File: config.mk
export PLATFORM = sky130hd
export DESIGN_NAME = dmem_arbiter_flat
export DESIGN_NICKNAME = d
export VERILOG_FILES = /design/src/rtl/dmem_arbiter_if.sv /design/src/rtl/dmem_arbiter.sv /design/src/flat_wrapper.sv
export SDC_FILE = /design/constraint.sdc
export NUM_CORES = 1
export LEC_CHECK = 0
export ABC_CLOCK_PERIOD_IN_PS = 2400
export CAP_MARGIN = 40
export CORE_MARGIN = 2
export CORE_UTILIZATION = 35
export CTS_CLUSTER_SIZE = 28
export DETAILED_ROUTE_END_ITERATION = 10
export PLACE_DENSITY = 0.72
export SLEW_MARGIN = 40
export SYNTH_ARGS = -nofsm -noshare
export SYNTH_HDL_FRONTEND = slang
export SYNTH_SLANG_ARGS = --single-unit
File: constraint.sdc
create_clock -name clk -period 2.4 [get_ports clk]
set_input_delay 0.48 -clock clk [delete_from_list [all_inputs] [get_ports clk]]
set_output_delay 0.48 -clock clk [all_outputs]
set_load 0.02 [all_outputs]
File: src/rtl/dmem_arbiter_if.sv
// Master-side bus of the data-RAM arbiter: request fields in, read data and ack out.
// Latency: n/a (signal bundle only).
// Backpressure: requester holds req and fields stable until its one-cycle ack.
//
// Signals:
//   req    requester -> arbiter   request, held with fields stable until ack
//   we     requester -> arbiter   write enable (nonzero = write)
//   addr   requester -> arbiter   word address
//   wdata  requester -> arbiter   write data
//   rdata  arbiter -> requester   read data, valid in the ack cycle and held afterwards
//   ack    arbiter -> requester   one-cycle completion pulse
interface dmem_arbiter_if #(
    parameter int AW = 7,
    parameter int DW = 32
);
    logic          req;
    logic [1:0]    we;
    logic [AW-1:0] addr;
    logic [DW-1:0] wdata;
    logic [DW-1:0] rdata;
    logic          ack;

    // The requester side drives the request fields.
    modport master (
        output req, we, addr, wdata,
        input  rdata, ack
    );

    // The arbiter side answers with read data and ack.
    modport slave (
        input  req, we, addr, wdata,
        output rdata, ack
    );
endinterface

File: src/rtl/dmem_arbiter.sv
// Two-master arbiter/sequencer serialising m0 (CPU side) and m1 (auxiliary) onto one sync-read RAM.
// Latency: request sampled in IDLE at N, ram_we at N+1, rdata captured end of N+2, ack at N+3.
// Backpressure: a waiting master simply keeps req high; m0 has priority, m1 is forced after STARVE_MAX m0 wins.
//
// Ports:
//   clk, rst          system clock, synchronous active-high reset
//   m0, m1            master buses (req/we/addr/wdata in, rdata/ack out)
//   ram_addr          RAM word address, latched at grant and held through the transaction
//   ram_data_in       RAM write data, latched at grant
//   ram_we            RAM write enable, nonzero only in the ACCESS cycle
//   ram_data_out      RAM read data, valid one cycle after the address is sampled
//   gnt               one-hot owner (01 = m0, 10 = m1, 00 = idle)
//   busy              a transaction is in progress
module dmem_arbiter #(
    parameter int AW         = 7,
    parameter int DW         = 32,
    parameter int STARVE_MAX = 4
) (
    input  logic          clk,
    input  logic          rst,
    dmem_arbiter_if.slave m0,
    dmem_arbiter_if.slave m1,
    output logic [AW-1:0] ram_addr,
    output logic [DW-1:0] ram_data_in,
    output logic [1:0]    ram_we,
    input  logic [DW-1:0] ram_data_out,
    output logic [1:0]    gnt,
    output logic          busy
);

    localparam int SW = $clog2(STARVE_MAX + 1);
    localparam logic [SW-1:0] STARVE_LIM = SW'(STARVE_MAX);

    typedef enum logic [1:0] {
        IDLE    = 2'd0,
        ACCESS  = 2'd1,
        CAPTURE = 2'd2,
        ACK     = 2'd3
    } state_t;

    state_t        state_q;
    state_t        state_d;

    logic          grant_m0;
    logic          grant_m1;

    logic [AW-1:0] addr_q;
    logic [DW-1:0] wdata_q;
    logic [1:0]    we_q;
    logic [1:0]    gnt_q;
    logic [DW-1:0] rdata0_q;
    logic [DW-1:0] rdata1_q;
    logic [SW-1:0] starve_q;

    // ------------------------------------------------------------------
    // State register
    // ------------------------------------------------------------------
    always_ff @(posedge clk) begin
        if (rst) begin
            state_q <= IDLE;
        end else begin
            state_q <= state_d;
        end
    end

    // ------------------------------------------------------------------
    // Next state and grant decision
    // ------------------------------------------------------------------
    always_comb begin
        state_d  = state_q;
        grant_m0 = 1'b0;
        grant_m1 = 1'b0;
        unique case (state_q)
            IDLE: begin
                // m1 wins only when m0 is quiet or m0 has already won
                // STARVE_MAX times in a row while m1 was waiting.
                if (m1.req && ((starve_q == STARVE_LIM) || !m0.req)) begin
                    grant_m1 = 1'b1;
                    state_d  = ACCESS;
                end else if (m0.req) begin
                    grant_m0 = 1'b1;
                    state_d  = ACCESS;
                end
            end
            ACCESS:  state_d = CAPTURE;
            CAPTURE: state_d = ACK;
            ACK:     state_d = IDLE;
            default: state_d = IDLE;
        endcase
    end

    // ------------------------------------------------------------------
    // Latched transaction fields, owner, starvation counter, read data
    // ------------------------------------------------------------------
    always_ff @(posedge clk) begin
        if (rst) begin
            addr_q   <= '0;
            wdata_q  <= '0;
            we_q     <= '0;
            gnt_q    <= '0;
            rdata0_q <= '0;
            rdata1_q <= '0;
            starve_q <= '0;
        end else begin
            if (grant_m0) begin
                addr_q  <= m0.addr;
                wdata_q <= m0.wdata;
                we_q    <= m0.we;
                gnt_q   <= 2'b01;
                // Count only the m0 wins that actually kept m1 waiting.
                if (m1.req && (starve_q != STARVE_LIM)) begin
                    starve_q <= starve_q + SW'(1);
                end
            end else if (grant_m1) begin
                addr_q   <= m1.addr;
                wdata_q  <= m1.wdata;
                we_q     <= m1.we;
                gnt_q    <= 2'b10;
                starve_q <= '0;
            end

            // The RAM answers the address sampled at the end of ACCESS,
            // so its output is taken at the end of CAPTURE. Writes capture
            // too; the owner is expected to ignore that value.
            if (state_q == CAPTURE) begin
                if (gnt_q[0]) begin
                    rdata0_q <= ram_data_out;
                end
                if (gnt_q[1]) begin
                    rdata1_q <= ram_data_out;
                end
            end

            // Ownership ends with the ack cycle.
            if (state_q == ACK) begin
                gnt_q <= 2'b00;
            end
        end
    end

    // ------------------------------------------------------------------
    // Outputs
    // ------------------------------------------------------------------
    always_comb begin
        ram_we = 2'b00;
        // Gating with rst lets a reset landing in the ACCESS cycle
        // suppress the write even though the state register has not
        // cleared yet.
        if ((state_q == ACCESS) && !rst) begin
            ram_we = we_q;
        end
    end

    assign ram_addr    = addr_q;
    assign ram_data_in = wdata_q;
    assign gnt         = gnt_q;
    assign busy        = (state_q != IDLE);

    assign m0.rdata    = rdata0_q;
    assign m1.rdata    = rdata1_q;
    assign m0.ack      = (state_q == ACK) && gnt_q[0];
    assign m1.ack      = (state_q == ACK) && gnt_q[1];

endmodule

File: src/flat_wrapper.sv
// flat-port wrapper written by rule: the top's interface ports become plain ports
module dmem_arbiter_flat 
#(
    parameter int AW         = 7,
    parameter int DW         = 32,
    parameter int STARVE_MAX = 4
)
  (clk, rst, ram_addr, ram_data_in, ram_we, ram_data_out, gnt, busy, m0_req, m0_we, m0_addr, m0_wdata, m0_rdata, m0_ack, m1_req, m1_we, m1_addr, m1_wdata, m1_rdata, m1_ack);
  dmem_arbiter_if #(.AW(AW), .DW(DW)) m0_i ();
  dmem_arbiter_if #(.AW(AW), .DW(DW)) m1_i ();
  input  logic clk;
  input  logic rst;
  output logic [AW-1:0] ram_addr;
  output logic [DW-1:0] ram_data_in;
  output logic [1:0] ram_we;
  input  logic [DW-1:0] ram_data_out;
  output logic [1:0] gnt;
  output logic busy;
  input wire logic [$bits(m0_i.req)-1:0] m0_req;
  input wire logic [$bits(m0_i.we)-1:0] m0_we;
  input wire logic [$bits(m0_i.addr)-1:0] m0_addr;
  input wire logic [$bits(m0_i.wdata)-1:0] m0_wdata;
  output wire logic [$bits(m0_i.rdata)-1:0] m0_rdata;
  output wire logic [$bits(m0_i.ack)-1:0] m0_ack;
  input wire logic [$bits(m1_i.req)-1:0] m1_req;
  input wire logic [$bits(m1_i.we)-1:0] m1_we;
  input wire logic [$bits(m1_i.addr)-1:0] m1_addr;
  input wire logic [$bits(m1_i.wdata)-1:0] m1_wdata;
  output wire logic [$bits(m1_i.rdata)-1:0] m1_rdata;
  output wire logic [$bits(m1_i.ack)-1:0] m1_ack;
  assign m0_i.req = m0_req;
  assign m0_i.we = m0_we;
  assign m0_i.addr = m0_addr;
  assign m0_i.wdata = m0_wdata;
  assign m0_rdata = m0_i.rdata;
  assign m0_ack = m0_i.ack;
  assign m1_i.req = m1_req;
  assign m1_i.we = m1_we;
  assign m1_i.addr = m1_addr;
  assign m1_i.wdata = m1_wdata;
  assign m1_rdata = m1_i.rdata;
  assign m1_ack = m1_i.ack;
  dmem_arbiter #(.AW(AW), .DW(DW), .STARVE_MAX(STARVE_MAX)) u_core (.clk(clk), .rst(rst), .m0(m0_i), .m1(m1_i), .ram_addr(ram_addr), .ram_data_in(ram_data_in), .ram_we(ram_we), .ram_data_out(ram_data_out), .gnt(gnt), .busy(busy));
endmodule
Figure 1. Metal 1 (run 1).
The bar under the picture is 20 um long.
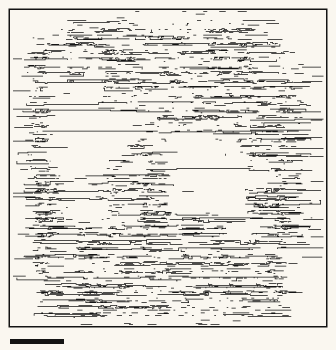
nets with wire on the layer: 787
share of all routed wire: 41%

Figure 2. Routing congestion map (run 1).
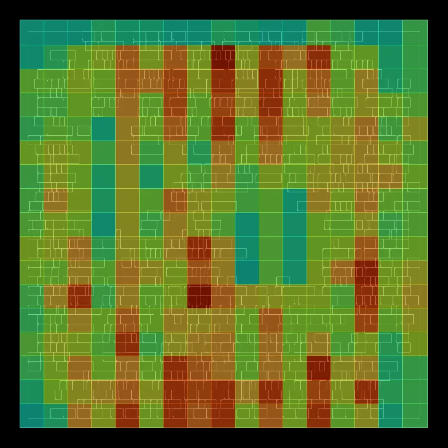
met2 global-route usage: 37.4%
wire length per cell: 15.6 um

==> summary.txt, run 1 <==
run results: status finished, final reports clean, Hold Fails Final Rpt 0, die width 118 um, aoi share 20.8%, Unique masters post-synth 27, Setup CP Type register to primary output, pwr dens 896 nW/um^2, Max-slew headroom 57.8%, GRT Total Usage 20.8%, post-cts gate resize count 0, count of tool warnings 31, post-synthesis simple-gate area fraction 21.9%, worst slack, placed 359 ps, Worst Path Buf+Inv 2, Die Ht 118 um, Tcrit/Tclk final 93.6%, uppermost layer routed met4, Largest type area fraction 49.6%, # nets final 895, setup bufs post-CTS 0, syn nets 696, number of antenna violations at the first check in global routing 0, peak supply drop 0.538 mV, Syn-to-layout area delta 59.6%, clock root buffer clkbuf_16, GPL Wtd Cong 0.813, IO buf count 227, H-tree Lvls 3, post-layout minimum cycle time 2250 ps, crit end category primary output, syn avg cell area 7.92 um^2, DIE AREA 13800 um^2, slowest cell delay on critical path 630 ps, Min-Delay Path Class register to register, Cells after Synth 571, Initial Utilization 35.8%, TritonCTS Buffers 9, xor/xnor share 0%, CTS Hold Bufs 0, Reg clk slew, reported paths 70 ps, mux share 0.221%, CP Data Arrival Time 1770 ps, TritonRoute pass-1 iters 6, Synth async-reset ratio 0%, Slew Limit Fails 0, grt ovf 0, DRT iter0 DRCs 303, critical path launch point u_core.state_q[1]$_SDFFE_PP0P_, FILL cells 1166, row count 41, Registers, synthesis 112, LEAKAGE 2.49 nW, Final Setup Violations 0, HP Start u_core.m1.rdata[6]$_SDFFE_PP0P_, met3 WL 709 um, max-cap violations 0, placed cells 931, Flop area 2240 um^2, cell family with most CP delay buffers and inverters, Seq share, synth 49.6%, design area 7210 um^2, first-pass GRT wire length 23400 um, number of enable flip-flop cells 0, most used flip-flop cell dfxtp_1, CTS tree done, DRC errors left 0, final core area utilization 57.2%, post-DP HPWL 10400 um, DRT antenna net count 0, # IOs 228, Multi-input gate area 2030 um^2, Clock Latency Late Sink 350 ps, Antenna Cells 0, CTS max path bufs 2, Req. time, crit path 1920 ps, Yosys top cell by area dfxtp_1, Worst Tran Pin Value 633 ps, Synth top cell by count nand2_1, fin worst setup slack 155 ps, RSZ-0062 raised after global routing false, Top non-seq family simple AND/OR/NAND/NOR gates, ranking of synthesized cells by area dfxtp_1 50%, nand2_1 11%, a311oi_1 7.9%, yosys stat area 4520 um^2, final setup skew 4.10 ps, slowest CP cell clkdlybuf4s50_1, core area 12600 um^2, crit-path max FO 4, Final Non-Filler Cells 947, met2 wire len 7580 um, post-synthesis adder-cell area fraction 1.94%, clock sink count 112, fmax 445 MHz, Final TNS setup 0 ps, yosys cell count 571, wl on met1 6120 um, critical path launch point type register, layout cells sized above 1 4.52%, cell chain of the critical path inv_1 -> ha_1 -> and3b_1 -> clkdlybuf4s50_1, Yosys warning count 0, FF-to-FF Start u_core.state_q[0]$_SDFFE_PP0P_, vias in the first global route 4606, largest net degree at the start of global routing 83, synth cell count leaders 136 x nand2_1, 112 x dfxtp_1, 66 x a21oi_1, 47 x nor2_1, vias per std cell 5.03, post-synthesis cell area 4520 um^2, Post-DP Area 6910 um^2
Figure 3. Met2 routing (run 1).
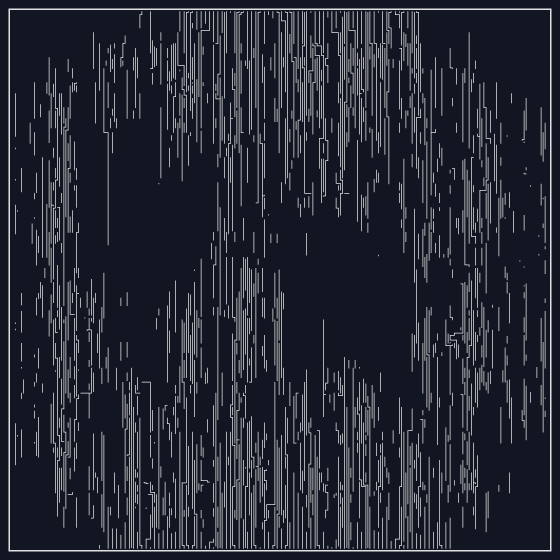
nets with wire on the layer: 749
wire length on this layer: 7580 um
share of all routed wire: 51%
longest straight run: 41.6 um
Post-Route WL: 14800 um
via count: 4762

Figure 4. Metal 3 (run 1).
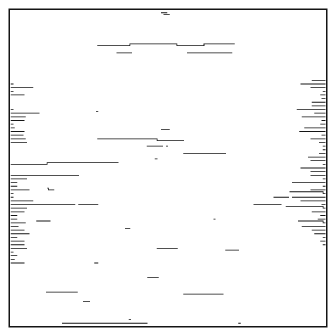
wire length on this layer: 710 um
share of all routed wire: 4.8%
met3 Usage GRT: 4.84%

run 1: layout make-up:
type / instances / share of cell area, %
Clock buffer: 9 / 3.12
Clock inverter: 7 / 1.01
Inverter: 5 / 0.260
Multi-Input combinational cell: 400 / 28.1
Sequential cell: 112 / 31.1
Tap cell: 172 / 2.98
Timing Repair Buffer: 242 / 33.4
run 1: layout by cell type (no fill, tap or decap):
cell type | Yosys | final
dfxtp_1 | 112 | 112
buf_4 | 1 | 14
clkinvlp_4 | 0 | 2
mux2i_1 | 1 | 1
and3_1 | 2 | 2
o21a_2 | 0 | 1
and2_1 | 5 | 5
nand2_1 | 136 | 136
nand4b_1 | 1 | 1
o221a_2 | 1 | 1
or3b_2 | 1 | 1
and3b_1 | 2 | 2
or3_1 | 1 | 1
inv_1 | 5 | 5
clkbuf_16 | 0 | 9
a31oi_1 | 1 | 1
a21oi_1 | 66 | 66
clkdlybuf4s50_1 | 0 | 225
o21ai_0 | 42 | 42
a32oi_1 | 1 | 1
bufinv_16 | 0 | 1
clkinv_4 | 0 | 2
clkinv_2 | 0 | 2
or4_1 | 1 | 1
buf_12 | 0 | 2
a211oi_1 | 1 | 1
nand3_1 | 42 | 42
a311oi_1 | 41 | 41
dlymetal6s2s_1 | 0 | 1
ha_1 | 7 | 7
nor2_1 | 47 | 47
run 1: path summary, 6_finish.rpt:
| check | cells after the start | slack (ps) | endpoint |
|---|---|---|---|
| max reg2reg | 6 | 660 | u_core.ram_addr[4]$_SDFFE_PP0P_ |
| max | 4 | 150 | ram_we[0] |
| min | 2 | 450 | u_core.m1.rdata[6]$_SDFFE_PP0P_ |
| min reg2reg | 2 | 450 | u_core.m1.rdata[6]$_SDFFE_PP0P_ |
run 1: routing by layer:
layer | global-route usage [%] | vias up
met5 | 0 | -
met3 | 4.84 | 20
li1 | - | 2364
met2 | 37.4 | 129
met4 | 7.91 | 0
met1 | 24.0 | 2249
run 1: tightest hold or removal path: stages (launching register included):
cell     delay (ps)
dfxtp_1         310
nand2_1          50
a21oi_1          50
run 1: power breakdown:
part / total (mW) / switching [mW] / internal [mW]
clock: 1.50 / 0.694 / 0.810
sequential: 2.40 / 0.194 / 2.20
combinational: 2.56 / 1.41 / 1.15
run 1: metrics by stage:
stage          hold slack [ps]  power, mW
5_1_grt                    472       6.82
3_5_place_dp               446       5.01
3_3_place_gp               442       4.93
4_1_cts                    456       6.52
6_report                   454       6.46
2_1_floorplan              462       3.87
run 1: registers in the layout, summed over array words and instances, names as in the netlist:
| signal | cells |
|---|---|
| u_core.state_q | 2 |
| u_core.m1.rdata | 32 |
| u_core.gnt | 2 |
| u_core.m0.rdata | 32 |
| u_core.ram_addr | 7 |
| u_core.we_q | 2 |
| u_core.ram_data_in | 32 |
| u_core.starve_q | 3 |
run 1: cells by family (layout without fill, tap and decap cells):
group,count (synthesis),count (layout)
muxes,1,1
adders and majority gates,7,7
buffers and inverters,59,263
and+or+nand+nor,238,238
DFF,112,112
AOI/OAI and AO/OA,154,154
==> inputs of run 2 (changes only) <==
- RECOVER_POWER: unset -> 50
Figure 5. Routing congestion map (run 2).
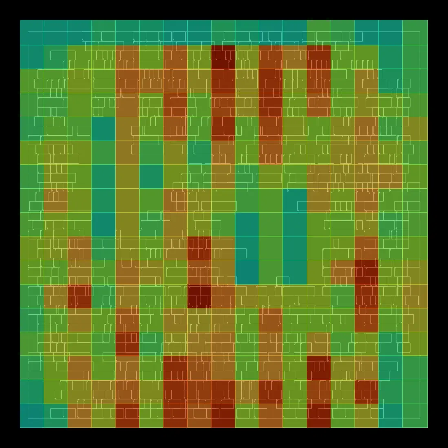
final core area utilization: 57.1%
met1 usage: 24.0%
wire length per cell: 15.6 um
most used routing layer: met2
GRT Total Usage: 20.8%

==> run 2 against run 1 <==
Hold slack got worse by 2.0 ps. Core utilization decreased by 0.089 points. Die area unchanged. Clock skew about the same. Critical path depth unchanged. Cell area decreased by 0.16%. Sequential cell count unchanged. Via count increased by 0.46%. Non-clock buffer count unchanged. Sequential power about the same. First-iteration DRC count increased by 0.99%. Critical endpoint unchanged.
==> summary.txt, run 2 <==
run results: Top cells excl fill/tap 206 x clkdlybuf4s50_1, 136 x nand2_1, 112 x dfxtp_1, Unique masters post-synth 27 (unchanged), CTS tree done, crit end category primary output, Worst Tran Pin Value 820 ps (+187 ps), Synth async-reset ratio 0% (unchanged), critical path launch point type register, FF-to-FF Start u_core.state_q[0]$_SDFFE_PP0P_, DRT antenna net count 0 (unchanged), post-layout minimum cycle time 2260 ps (+9.85 ps), mux share 0.221% (unchanged), peak supply drop 0.537 mV (about the same), CTS max path bufs 2 (unchanged), Synth top cell by count nand2_1, die width 118 um (unchanged), R2R Setup Slk 230 ps (-430 ps), post-synthesis adder-cell area fraction 1.94% (unchanged), post-synthesis cell area 4520 um^2 (unchanged), Die Ht 118 um (unchanged), Hold Fails Final Rpt 0 (unchanged), number of enable flip-flop cells 0 (unchanged), first-pass GRT wire length 23400 um (unchanged), Hold Crit Endpoint u_core.m0.rdata[9]$_SDFFE_PP0P_, Final Setup Violations 0 (unchanged), Final TNS setup 0 ps (unchanged), critical path launch point u_core.state_q[1]$_SDFFE_PP0P_, # nets final 895 (unchanged), via count 4784 (+0.46%), IO buf count 227 (unchanged), Power Total 6.42 mW (-0.62%), post-synthesis simple-gate area fraction 21.9% (unchanged), layout cells sized above 1 4.39% (-0.13 points), Top non-seq family simple AND/OR/NAND/NOR gates, Antenna Cells 0 (unchanged), worst hold stages 2 (unchanged), vias per std cell 5.05 (+0.46%), status finished, final reports clean, pwr dens 892 nW/um^2 (-0.46%), Max-slew headroom 45.3% (-12 points), syn nets 696 (unchanged), CP Data Arrival Time 1780 ps (about the same), yosys cell count 571 (unchanged), final setup skew 4.15 ps (+0.0478 ps), aoi share 20.8% (unchanged), max-cap violations 0 (unchanged), largest net degree at the start of global routing 83 (unchanged), Post-DP Area 6910 um^2 (unchanged), yosys stat area 4520 um^2 (unchanged), design area 7200 um^2 (-0.16%), number of antenna violations at the first check in global routing 0 (unchanged), placed cells 931 (unchanged), met3 Usage GRT 4.84% (unchanged), Reg clk slew, reported paths 70 ps (about the same), Slew Limit Fails 0 (unchanged), Yosys warning count 0 (unchanged), GPL Wtd Cong 0.813 (unchanged), crit-path max FO 4 (unchanged), row count 41 (unchanged), most used flip-flop cell dfxtp_1, post-DP HPWL 10400 um (unchanged), DIE AREA 13800 um^2 (unchanged), Clock Latency Late Sink 350 ps (about the same), Post-Route WL 14800 um (+0.14%), DRC errors left 0 (unchanged), Tcrit/Tclk final 94.0% (+0.41 points), Largest type area fraction 49.6% (unchanged), Top cell excl fill/tap clkdlybuf4s50_1, Cells after Synth 571 (unchanged), clock root buffer clkbuf_16, count of tool warnings 31 (unchanged), CTS Hold Bufs 0 (unchanged), Setup CP Type register to primary output, core area 12600 um^2 (unchanged), syn avg cell area 7.92 um^2 (unchanged), ranking of synthesized cells by area dfxtp_1 50%, nand2_1 11%, a311oi_1 7.9%, LEAKAGE 2.54 nW (+1.9%), Req. time, crit path 1920 ps (about the same), Registers, synthesis 112 (unchanged), Hold WS 452 ps (-2.05 ps), R2R depth 6 (unchanged), DRT iter0 DRCs 306 (+0.99%), TritonCTS Buffers 9 (unchanged), # IOs 228 (unchanged), grt ovf 0 (unchanged), synth cell count leaders 136 x nand2_1, 112 x dfxtp_1, 66 x a21oi_1, 47 x nor2_1, vias in the first global route 4606 (unchanged), RSZ-0062 raised after global routing false, Yosys top cell by area dfxtp_1, xor/xnor share 0% (unchanged), Seq share, synth 49.6% (unchanged), TritonRoute pass-1 iters 6 (unchanged), H-tree Lvls 3 (unchanged), Final Non-Filler Cells 947 (unchanged), Syn-to-layout area delta 59.3%, clock sink count 112 (unchanged), Initial Utilization 35.8% (unchanged), r2r endpoint u_core.ram_data_in[2]$_SDFFE_PP0P_, fmax 443 MHz (-0.44%), met2 global-route usage 37.4% (unchanged), Min-Delay Path Class register to register, HP Start u_core.m0.rdata[9]$_SDFFE_PP0P_
Figure 6. Met2 routing (run 2).
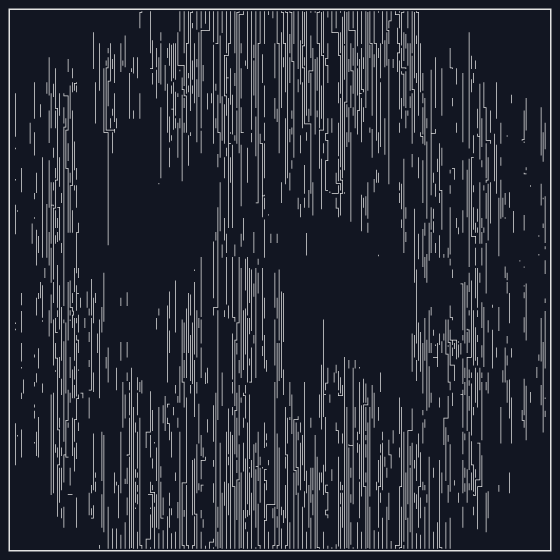
wire length on this layer: 7630 um
share of all routed wire: 52%
longest straight run: 41.6 um
nets with wire on the layer: 753

[run 2: timing repair]
action                     4_1_cts  5_1_grt
setup endpoints to repair        0        1
gates resized                    0        1
setup buffers                    0        0
[run 2: final cells by class]
class                   count  area [um^2]
fillers                  1171         5420
repair buffers            242         2400
flip-flops and latches    112         2240
multi-input cells         400         2030
clock buffers               9          225
well taps                 172          215
clock inverters             7         72.6
inverters                   5         18.8
[run 2: power by group]
group	internal, mW	switching (mW)
combinational	1.12	1.41
clock	0.810	0.691
sequential	2.20	0.191
[run 2: kinds of logic (layout without fill, tap and decap cells)]
kind of cell,after synthesis,in the layout
buf+inv,59,263
fa+ha+maj,7,7
compound gates,154,154
flops,112,112
mux,1,1
simple gates,238,238
[run 2: worst max path at each step]
stage	to	slack, ps	cells after the start
after floorplan	ram_we[0]	780	3
after global placement	u_core.ram_data_in[20]$_SDFFE_PP0P_	450	5
after detailed placement	u_core.ram_data_in[8]$_SDFFE_PP0P_	360	5
after CTS	busy	70	4
after global routing	u_core.ram_addr[6]$_SDFFE_PP0P_	50	6
final	ram_we[0]	140	4
[run 2: per-stage QoR]
stage | setup slack [ps] | utilization [%]
after detailed placement | 359 | 54.8
final | 145 | 57.1
after floorplan | 779 | -
after global routing | 53.4 | 57.1
after global placement | 447 | 54.8
after CTS | 66.2 | 57.1
[run 2: routing by layer]
metal | up-vias | wire [um]
met3 | 20 | 692
met1 | 2264 | 6100
met5 | - | 0
met2 | 133 | 7630
met4 | 0 | 369
li1 | 2367 | -
[run 2: critical path: stages (launching register included)]
cell and delay, ps:
dfxtp_1 340, inv_1 100, ha_1 190, and3b_1 170, clkdlybuf4s50_1 630
Figure 7. Metal 1 (run 2).
The bar under the picture is 20 um long.
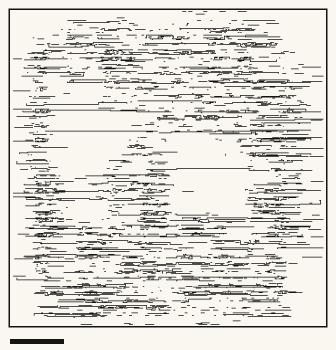

==> inputs of run 3 (changes only) <==
- CTS_BUF_LIST: unset -> sky130_fd_sc_hd__clkbuf_4 sky130_fd_sc_hd__clkbuf_8
Figure 8. Metal 1 (run 3).
The bar under the picture is 20 um long.
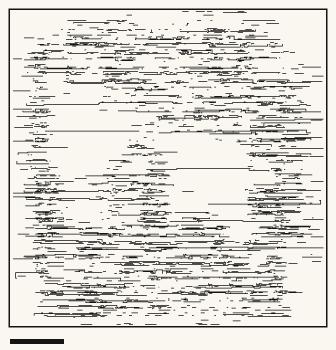
longest straight run: 35.9 um
nets with wire on the layer: 790
wire length on this layer: 6120 um
main direction: horizontal
share of all routed wire: 42%

==> run 3 against run 2 <==
Sequential share of layout area rose by 0.44 points. Register-to-register slack hardly changed. Core utilization shrank 0.80 points. Power shrank 5.7%. Clock skew rose by 1.6 ps. Final cell count did not move.
==> summary.txt, run 3 <==
run results: status finished, final reports clean, Top cell excl fill/tap clkdlybuf4s50_1, CTS tree done, synth cell count leaders 136 x nand2_1, 112 x dfxtp_1, 66 x a21oi_1, 47 x nor2_1, H-tree Lvls 3 (unchanged), R2R depth 6 (unchanged), CTS Hold Bufs 0 (unchanged), Die Ht 118 um (unchanged), syn avg cell area 7.92 um^2 (unchanged), Final Setup Violations 0 (unchanged), DRT iter0 DRCs 332 (+8.5%), Initial Utilization 35.8% (unchanged), post-DP HPWL 10400 um (unchanged), Syn-to-layout area delta 57.1%, count of tool warnings 31 (unchanged), TritonCTS Buffers 9 (unchanged), Synth async-reset ratio 0% (unchanged), GPL Wtd Cong 0.813 (unchanged), final setup skew 5.73 ps (+1.58 ps), Setup CP Type register to primary output, critical path launch point type register, TritonRoute pass-1 iters 4 (-2), yosys stat area 4520 um^2 (unchanged), yosys cell count 571 (unchanged), DRT antenna net count 0 (unchanged), vias in the first global route 4590 (-0.35%), vias per std cell 5.02 (-0.54%), row count 41 (unchanged), ranking of synthesized cells by area dfxtp_1 50%, nand2_1 11%, a311oi_1 7.9%, Antenna Cells 0 (unchanged), Worst Tran Pin Value 831 ps (+11.5 ps), CP Data Arrival Time 1800 ps (+20 ps), placed cells 931 (unchanged), setup bufs post-CTS 0 (unchanged), Clock Latency Late Sink 370 ps (+20 ps), Largest type area fraction 49.6% (unchanged), Slew Limit Fails 0 (unchanged), DRC errors left 0 (unchanged), # IOs 228 (unchanged), fin worst setup slack 118 ps (-26.6 ps), Yosys warning count 0 (unchanged), Yosys top cell by area dfxtp_1, crit end category primary output, Min-Delay Path Class register to register, max-cap violations 0 (unchanged), syn nets 696 (unchanged), fmax 438 MHz (-1.2%), LEAKAGE 2.47 nW (-2.6%), Req. time, crit path 1920 ps (about the same), most used flip-flop cell dfxtp_1, CTS max path bufs 2 (unchanged), post-layout minimum cycle time 2280 ps (+26.6 ps), grt ovf 0 (unchanged), worst hold stages 2 (unchanged), largest net degree at the start of global routing 83 (unchanged), number of enable flip-flop cells 0 (unchanged), pwr dens 853 nW/um^2 (-4.4%), first-pass GRT wire length 23300 um (-0.47%), crit-path max FO 4 (unchanged), Tcrit/Tclk final 95.1% (+1.1 points), die width 118 um (unchanged), # nets final 895 (unchanged), RSZ-0062 raised after global routing false, Synth top cell by count nand2_1, DIE AREA 13800 um^2 (unchanged), post-cts gate resize count 0 (unchanged), clock sink count 112 (unchanged), Hold Fails Final Rpt 0 (unchanged), design area 7100 um^2 (-1.4%), Cells after Synth 571 (unchanged), Max-slew headroom 44.6% (-0.77 points), Unique masters post-synth 27 (unchanged), core area 12600 um^2 (unchanged), wire length per cell 15.5 um (-0.72%), Post-DP Area 6910 um^2 (unchanged), IO buf count 227 (unchanged), Reg clk slew, reported paths 100 ps (+30 ps), Registers, synthesis 112 (unchanged), clock root buffer clkbuf_8, post-synthesis cell area 4520 um^2 (unchanged), Final Non-Filler Cells 947 (unchanged), peak supply drop 0.453 mV (-16%), GRT Total Usage 20.6% (-0.22 points), number of antenna violations at the first check in global routing 0 (unchanged), layout cells sized above 1 4.39% (unchanged), Top cells excl fill/tap 213 x clkdlybuf4s50_1, 136 x nand2_1, 112 x dfxtp_1, worst slack, placed 359 ps (unchanged), Final TNS setup 0 ps (unchanged), Seq share, synth 49.6% (unchanged), Power Total 6.06 mW (-5.7%)
Figure 9. Metal 3 (run 3).
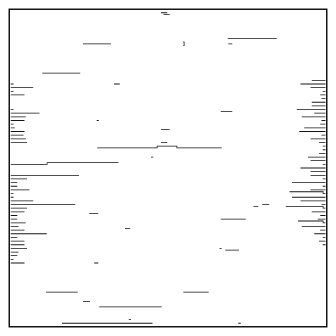
longest straight run: 33.3 um
main direction: horizontal
nets with wire on the layer: 102
share of all routed wire: 4.6%
met3 Usage GRT: 3.39%
Post-Route WL: 14700 um
via count: 4758

==> run 3: layer usage <==
metal  share of wire [%]  wire length [um]  GRT usage (%)
met5                   0                 0              0
met4                 2.3               343           8.51
met3                 4.6               677           3.39
met2                  51              7550           37.0
met1                  42              6120           24.3
==> run 3: kinds of logic after synthesis <==
kind of cell / after synthesis / synth area share (%)
compound gates: 154 / 20.8
fa+ha+maj: 7 / 1.94
buf+inv: 59 / 5.54
flops: 112 / 49.6
mux: 1 / 0.221
simple gates: 238 / 21.9
==> run 3: per-stage QoR <==
step	utilization [%]	hold slack (ps)
2_1_floorplan	-	462
3_3_place_gp	54.8	442
3_5_place_dp	54.8	446
4_1_cts	56.3	461
5_1_grt	56.3	477
6_report	56.3	456
==> run 3: path summary, 6_finish.rpt <==
kind	startpoint	end	slack, ps
setup / recovery	u_core.state_q[1]$_SDFFE_PP0P_	ram_we[0]	120
setup reg to reg	u_core.state_q[0]$_SDFFE_PP0P_	u_core.ram_data_in[2]$_SDFFE_PP0P_	230
hold / removal	u_core.m0.rdata[9]$_SDFFE_PP0P_	u_core.m0.rdata[9]$_SDFFE_PP0P_	460
hold reg to reg	u_core.m0.rdata[9]$_SDFFE_PP0P_	u_core.m0.rdata[9]$_SDFFE_PP0P_	460
==> run 3: cell type report <==
type                    count  area (um^2)
clock buffers               9          124
fillers                  1184         5520
clock inverters             7         72.6
multi-input cells         400         2030
well taps                 172          215
repair buffers            242         2400
inverters                   5         18.8
flip-flops and latches    112         2240
==> run 3: where the power goes <==
group / switching, mW / total [mW] / internal (mW)
Clock: 0.644 / 1.13 / 0.483
Combinational: 1.41 / 2.53 / 1.13
Sequential: 0.192 / 2.40 / 2.20
Total: 2.24 / 6.06 / 3.81
==> run 3: worst max-delay path: stages (launching register included) <==
cell and delay (ps):
dfxtp_1 350, inv_1 100, ha_1 190, and3b_1 170, clkdlybuf4s50_1 630
Power figures rest on the tool's default switching activity, not on a simulated workload.
